**Port wiring**

Scale bar: 50 um.
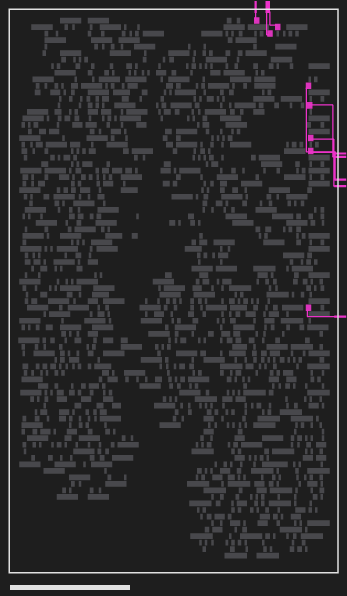
**Track usage over the die**

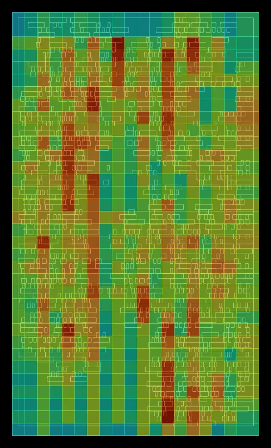
**Sequential cells grouped by signal name**

Other sequential cells in the stronger gray, the rest of the logic in the fainter gray.
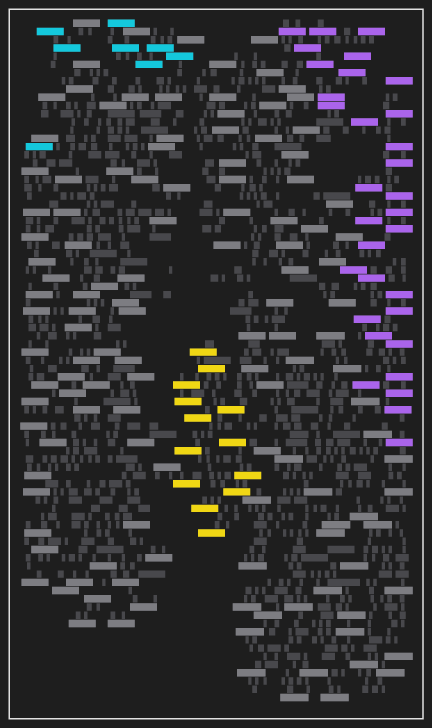
**Metal 1**

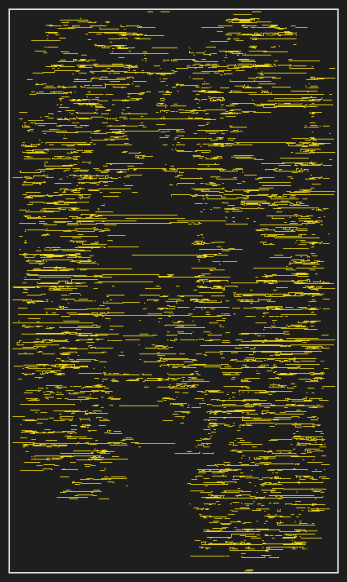
**Clock wires, drivers and flops**

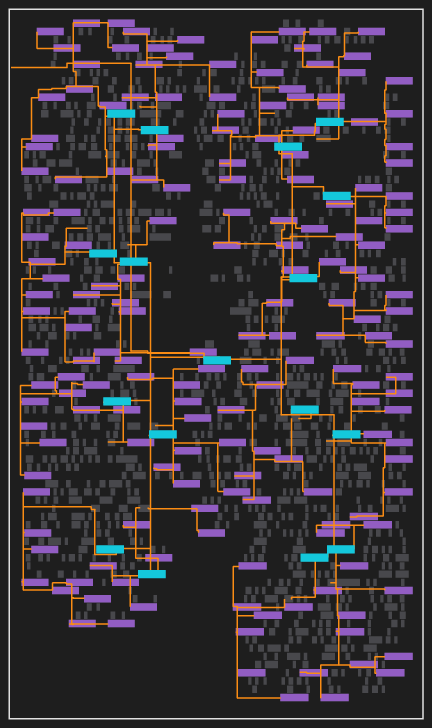
`config.mk`:
```
export PLATFORM = sky130hd
export DESIGN_NAME = gd_sweep_scheduler
export DESIGN_NICKNAME = d
export VERILOG_FILES = /design/src/rtl/gd_pkg.sv /design/src/rtl/gd_best_tracker.sv /design/src/rtl/gd_sweep_scheduler.sv
export SDC_FILE = /design/constraint.sdc
export NUM_CORES = 1
export LEC_CHECK = 0
export ABC_AREA = 1
export CAP_MARGIN = 25
export CELL_PAD_IN_SITES_DETAIL_PLACEMENT = 1
export CELL_PAD_IN_SITES_GLOBAL_PLACEMENT = 1
export CORE_ASPECT_RATIO = 1.75
export CORE_MARGIN = 3
export CORE_UTILIZATION = 33
export CTS_CLUSTER_DIAMETER = 100
export DETAILED_ROUTE_END_ITERATION = 10
export DONT_BUFFER_PORTS = 1
export PLACE_DENSITY_LB_ADDON = 0.25
export SLEW_MARGIN = 20
export SYNTH_ARGS = -nofsm -noshare
export SYNTH_HDL_FRONTEND = slang
export SYNTH_SLANG_ARGS = --single-unit
```
`constraint.sdc`:
```
create_clock -name clk -period 2.9 [get_ports clk]
set_input_delay 0.58 -clock clk [delete_from_list [all_inputs] [get_ports clk]]
set_output_delay 0.58 -clock clk [all_outputs]
set_load 0.02 [all_outputs]
```
`src/rtl/gd_pkg.sv`:
```
// Shared types for the gradient-descent sweep scheduler.
// Point bundle, FSM state encoding and point stepping helper.
package gd_pkg;

  localparam int Q24_8_W = 32;
  localparam int COORD_W = 8;
  localparam logic [Q24_8_W-1:0] Z_MAX = 32'h7FFF_FFFF;

  typedef logic [COORD_W-1:0] coord_t;

  typedef struct packed {
    coord_t a;
    coord_t b;
    coord_t c;
    coord_t d;
  } point_t;

  typedef enum logic [2:0] {
    S_IDLE,
    S_LOAD,
    S_START,
    S_WAIT,
    S_CAPTURE,
    S_CLEAR,
    S_WAITLOW,
    S_DONE
  } state_t;

  // 8-bit two's-complement wrap on every coordinate
  function automatic point_t point_add(point_t p, coord_t s);
    point_t r;
    r.a = p.a + s;
    r.b = p.b + s;
    r.c = p.c + s;
    r.d = p.d + s;
    return r;
  endfunction

endpackage

```
`src/rtl/gd_best_tracker.sv`:
```
// Keeps the lowest signed z seen in a sweep and the point/run that made it.
// Strict less-than, so equal values keep the earlier run.
module gd_best_tracker
  import gd_pkg::*;
#(
  parameter int RUNS_W = 8
) (
  input  logic               clk,
  input  logic               rst_n,
  input  logic               clr,
  input  logic               cap,
  input  logic [Q24_8_W-1:0] z,
  input  point_t             pt,
  input  logic [RUNS_W-1:0]  idx,
  output logic [Q24_8_W-1:0] best_z,
  output point_t             best_pt,
  output logic [RUNS_W-1:0]  best_idx
);

  always_ff @(posedge clk or negedge rst_n) begin
    if (!rst_n) begin
      best_z   <= Z_MAX;
      best_pt  <= '0;
      best_idx <= '0;
    end else if (clr) begin
      best_z   <= Z_MAX;
      best_pt  <= '0;
      best_idx <= '0;
    end else if (cap && ($signed(z) < $signed(best_z))) begin
      best_z   <= z;
      best_pt  <= pt;
      best_idx <= idx;
    end
  end

endmodule

```
`src/rtl/gd_sweep_scheduler.sv`:
```
// Multi-start sweep controller: runs the core once per start point,
// stepping every coordinate between runs and tracking the lowest z.
module gd_sweep_scheduler
  import gd_pkg::*;
#(
  parameter int RUNS_W         = 8,
  parameter int TIMEOUT_CYCLES = 4096,
  parameter int CLR_CYCLES     = 2
) (
  input  logic               clk,
  input  logic               rst_n,
  input  logic               sweep_start,
  input  logic [COORD_W-1:0] start_a,
  input  logic [COORD_W-1:0] start_b,
  input  logic [COORD_W-1:0] start_c,
  input  logic [COORD_W-1:0] start_d,
  input  logic [COORD_W-1:0] step,
  input  logic [RUNS_W-1:0]  num_runs,
  output logic               core_start,
  output logic               core_rst_n,
  output logic [COORD_W-1:0] core_a_init,
  output logic [COORD_W-1:0] core_b_init,
  output logic [COORD_W-1:0] core_c_init,
  output logic [COORD_W-1:0] core_d_init,
  input  logic [Q24_8_W-1:0] core_z_min,
  input  logic [COORD_W-1:0] core_a_min,
  input  logic [COORD_W-1:0] core_b_min,
  input  logic [COORD_W-1:0] core_c_min,
  input  logic [COORD_W-1:0] core_d_min,
  input  logic               core_done,
  output logic [Q24_8_W-1:0] best_z,
  output logic [COORD_W-1:0] best_a,
  output logic [COORD_W-1:0] best_b,
  output logic [COORD_W-1:0] best_c,
  output logic [COORD_W-1:0] best_d,
  output logic [RUNS_W-1:0]  best_idx,
  output logic [RUNS_W-1:0]  run_idx,
  output logic               busy,
  output logic               sweep_done,
  output logic               timeout_err
);

  localparam int TMR_W = $clog2(TIMEOUT_CYCLES + 1);
  localparam int CLR_W = $clog2(CLR_CYCLES + 1);

  state_t             state_q, state_d;
  logic [TMR_W-1:0]   timer_q;
  logic [CLR_W-1:0]   clr_q;
  logic [RUNS_W-1:0]  last_q;
  coord_t             step_q;
  point_t             pt_q, init_q, min_pt, best_pt;
  logic               accept, expire, cap, advance;

  always_comb begin
    state_d = state_q;
    accept  = 1'b0;
    expire  = 1'b0;
    cap     = 1'b0;
    advance = 1'b0;
    unique case (state_q)
      S_IDLE: if (sweep_start) begin
        accept  = 1'b1;
        state_d = S_LOAD;
      end
      S_LOAD:  state_d = S_START;
      S_START: state_d = S_WAIT;
      S_WAIT: begin
        if (core_done) begin
          state_d = S_CAPTURE;
        end else if (timer_q == TMR_W'(TIMEOUT_CYCLES - 1)) begin
          expire  = 1'b1;
          state_d = S_CLEAR;
        end
      end
      S_CAPTURE: begin
        cap     = 1'b1;
        state_d = S_CLEAR;
      end
      S_CLEAR: if (clr_q == CLR_W'(CLR_CYCLES - 1)) state_d = S_WAITLOW;
      S_WAITLOW: if (!core_done) begin
        if (run_idx == last_q) begin
          state_d = S_DONE;
        end else begin
          advance = 1'b1;
          state_d = S_LOAD;
        end
      end
      S_DONE:  state_d = S_IDLE;
      default: state_d = S_IDLE;
    endcase
  end

  always_ff @(posedge clk or negedge rst_n) begin
    if (!rst_n) begin
      state_q     <= S_IDLE;
      timer_q     <= '0;
      clr_q       <= '0;
      run_idx     <= '0;
      last_q      <= '0;
      step_q      <= '0;
      pt_q        <= '0;
      init_q      <= '0;
      timeout_err <= 1'b0;
    end else begin
      state_q <= state_d;
      timer_q <= (state_q == S_WAIT) ? timer_q + 1'b1 : '0;
      clr_q   <= (state_q == S_CLEAR) ? clr_q + 1'b1 : '0;
      if (accept) begin
        run_idx     <= '0;
        last_q      <= (num_runs == '0) ? '0 : num_runs - 1'b1;
        step_q      <= step;
        pt_q        <= '{a: start_a, b: start_b, c: start_c, d: start_d};
        timeout_err <= 1'b0;
      end
      if (advance) begin
        run_idx <= run_idx + 1'b1;
        pt_q    <= point_add(pt_q, step_q);
      end
      if (state_q == S_LOAD) init_q <= pt_q;
      if (expire) timeout_err <= 1'b1;
    end
  end

  // Outputs decode straight from the registered state
  assign core_start = (state_q == S_WAIT) || (state_q == S_CAPTURE);
  assign core_rst_n = (state_q == S_START) || core_start;
  assign busy       = (state_q != S_IDLE) && (state_q != S_DONE);
  assign sweep_done = (state_q == S_DONE);

  assign core_a_init = init_q.a;
  assign core_b_init = init_q.b;
  assign core_c_init = init_q.c;
  assign core_d_init = init_q.d;

  assign min_pt = '{a: core_a_min, b: core_b_min,
                    c: core_c_min, d: core_d_min};

  gd_best_tracker #(.RUNS_W(RUNS_W)) u_best (
    .clk      (clk),
    .rst_n    (rst_n),
    .clr      (accept),
    .cap      (cap),
    .z        (core_z_min),
    .pt       (min_pt),
    .idx      (run_idx),
    .best_z   (best_z),
    .best_pt  (best_pt),
    .best_idx (best_idx)
  );

  assign best_a = best_pt.a;
  assign best_b = best_pt.b;
  assign best_c = best_pt.c;
  assign best_d = best_pt.d;

endmodule

```
==> impl_metrics.json <==
{
  "reg2regPathDepth": 12,
  "clock.fmax_mhz": 399,
  "die_h_um": 234,
  "clock-skew-final_ns": 0.00861,
  "start_kind": "flop",
  "gp_congestion": 0.759,
  "yosys_area_mm2": 0.00982,
  "finalSetupTns_ns": 0,
  "area_delta_synth_final_pct": 10.3,
  "slew_headroom_pct": 47.5,
  "startpoint": "u_best.best_z[21]",
  "fp.dieW_um": 136,
  "holdWs_ns": -0.127,
  "synth.cell_area_mm2": 0.00982,
  "violations": "negative hold slack",
  "viasPerCell": 5.19,
  "ys_warn_count": 0,
  "diodes": 0,
  "grt_pass1_vias": 8600,
  "fin_crit_sh_pct": 86.5,
  "internal_power_mw": 6.97,
  "min_path_type": "in2async",
  "dp_hpwl_um": 21100,
  "grt_overflow": 0,
  "synth_cells": 1174,
  "seqPwrFrac_pct": 42.2,
  "cts_tree": "yes",
  "crit_chain": "inv_1 > ha_1 > a21oi_1 > nor2_1 > nor2_1 > nand3_1 > a21oi_1 > nand2_1 > nand2_2 > buf_4 > nand4_1 > nand2_1",
  "grt_pass1_wl_um": 46100,
  "finalCriticalPeriod_ns": 2.51,
  "flop_area_mm2": 0.00452,
  "htreeDepth": 4,
  "clock_sinks": 179,
  "status": "complete, but fails checks",
  "route.detailed.drc": 0,
  "reg2reg_from": "u_best.best_z[21]",
  "synth_cell_types": 37,
  "antenna_found_initial": 0,
  "mi_logic_area_mm2": 0.00457,
  "core-area_mm2": 0.0294,
  "drive_gt1_share_pct": 11.5,
  "ys_ff": 179,
  "finalHoldViolCount": 151
}
-- 'port wiring' (at the start) --
color	port	bits	direction	end cells	buffers	wire
magenta	core_c_min	8	input	8	0	165 um

-- 'track usage over the die' (at the start) --
met2 Use GR: 34.4%
GR Layer Usage met1: 19.2%
Most Crowded Layer GR: met2

-- 'sequential cells grouped by signal name' (at the start) --
color	name in the netlist	flops
cyan	core_a_init	8
yellow	timer_q	13
purple	u_best.best_pt	32
not colored	126

-- 'metal 1' (at the start) --
share of all routed wire	36%
main direction	horizontal

-- 'clock wires, drivers and flops' (at the start) --
[cyan] clock drivers | count: 17
[purple] flip-flops | count: 179
[orange] clock wires | length: 2760 um
routed clock nets	18

worst max-delay path: cells and delay by family (launching register included):
family / cells / cell delay (ns)
fa+ha+maj: 1 / 0.29
buf+inv: 2 / 0.45
simple gates: 7 / 0.68
compound gates: 2 / 0.37
flops: 1 / 0.63
flip-flops by register name (all words and copies together), names as in the netlist:
| name | flops |
|---|---|
| pt_q | 32 |
| u_best.best_pt | 32 |
| u_best.best_z | 32 |
| timer_q | 13 |
| core_a_init | 8 |
| core_b_init | 8 |
| core_c_init | 8 |
| core_d_init | 8 |
| last_q | 8 |
| run_idx | 8 |
| step_q | 8 |
| u_best.best_idx | 8 |
| state_q | 3 |
| clr_q | 2 |
| timeout_err | 1 |
layout make-up:
cell class                      instances  share of cell area (%)
Timing Repair Buffer                   21                    1.92
Inverter                              130                    4.50
Multi-Input combinational cell        807                    42.2
Clock buffer                           19                    4.18
Tap cell                              382                    4.41
Sequential cell                       179                    41.7
Clock inverter                         13                    1.13
Yosys cell counts (all sizes together):
master	count	area, um^2
a211oi	1	7.51
a21oi	67	335
buf	32	168
clkbuf	26	97.6
dfrtp	148	3700
dfstp	31	815
fa	4	80.1
ha	63	788
inv	130	488
mux2	2	22.5
nand2	270	1020
nand3	92	478
nand4	52	325
nor2	58	218
nor3	11	55.1
nor4	2	12.5
o2111ai	1	8.76
o211ai	16	120
o21ai	61	305
o221ai	4	35.0
o22ai	28	175
o31ai	2	20.0
o32ai	1	8.76
or2	38	238
or3	1	6.26
xnor2	16	140
xor2	17	149
cells by family (layout without fill, tap and decap cells):
kind of cell,count (synthesis),after routing,share of synthesized area [%]
multiplexers,2,2,0.229
AND/OR/NAND/NOR,524,524,24.0
flip-flops,179,179,46.0
XOR/XNOR,33,33,2.94
buffers and inverters,188,183,7.67
adder cells (fa/ha/maj),67,67,8.84
AND-OR/OR-AND,181,181,10.3
per-stage QoR:
step	setup WS, ns	area [um^2]	instances
6_report	0.392	10800	1551
3_3_place_gp	0.429	10300	1518
5_1_grt	0.158	10800	1551
2_1_floorplan	0.742	9820	1174
4_1_cts	0.317	10800	1551
3_5_place_dp	0.387	10300	1519
power by group through the flow:
stage	Combinational (mW)	Sequential, mW	Clock [mW]
2_1_floorplan	4.08	5.12	0
3_3_place_gp	5.08	5.55	0
6_report	5.20	5.48	2.31
5_1_grt	6.03	5.65	2.54
3_5_place_dp	5.29	5.57	0
4_1_cts	5.32	5.53	2.43
metal layers:
metal | up-vias | wire [um] | track usage (%)
met5 | - | 0 | 0
met4 | 0 | 852 | 7.63
met3 | 43 | 1930 | 5.17
met2 | 198 | 15900 | 34.4
met1 | 3948 | 10700 | 19.2
li1 | 3857 | - | -
worst max-delay path by stage:
stage	endpoint	slack, ns	cells past startpoint
6_report	u_best.best_pt[25]	0.39	12
5_1_grt	u_best.best_pt[30]	0.16	14
4_1_cts	core_start	0.32	5
3_5_place_dp	u_best.best_pt[17]	0.39	12
3_3_place_gp	u_best.best_idx[1]	0.43	12
2_1_floorplan	u_best.best_z[0]	0.74	14
Power figures rest on the tool's default switching activity, not on a simulated workload.
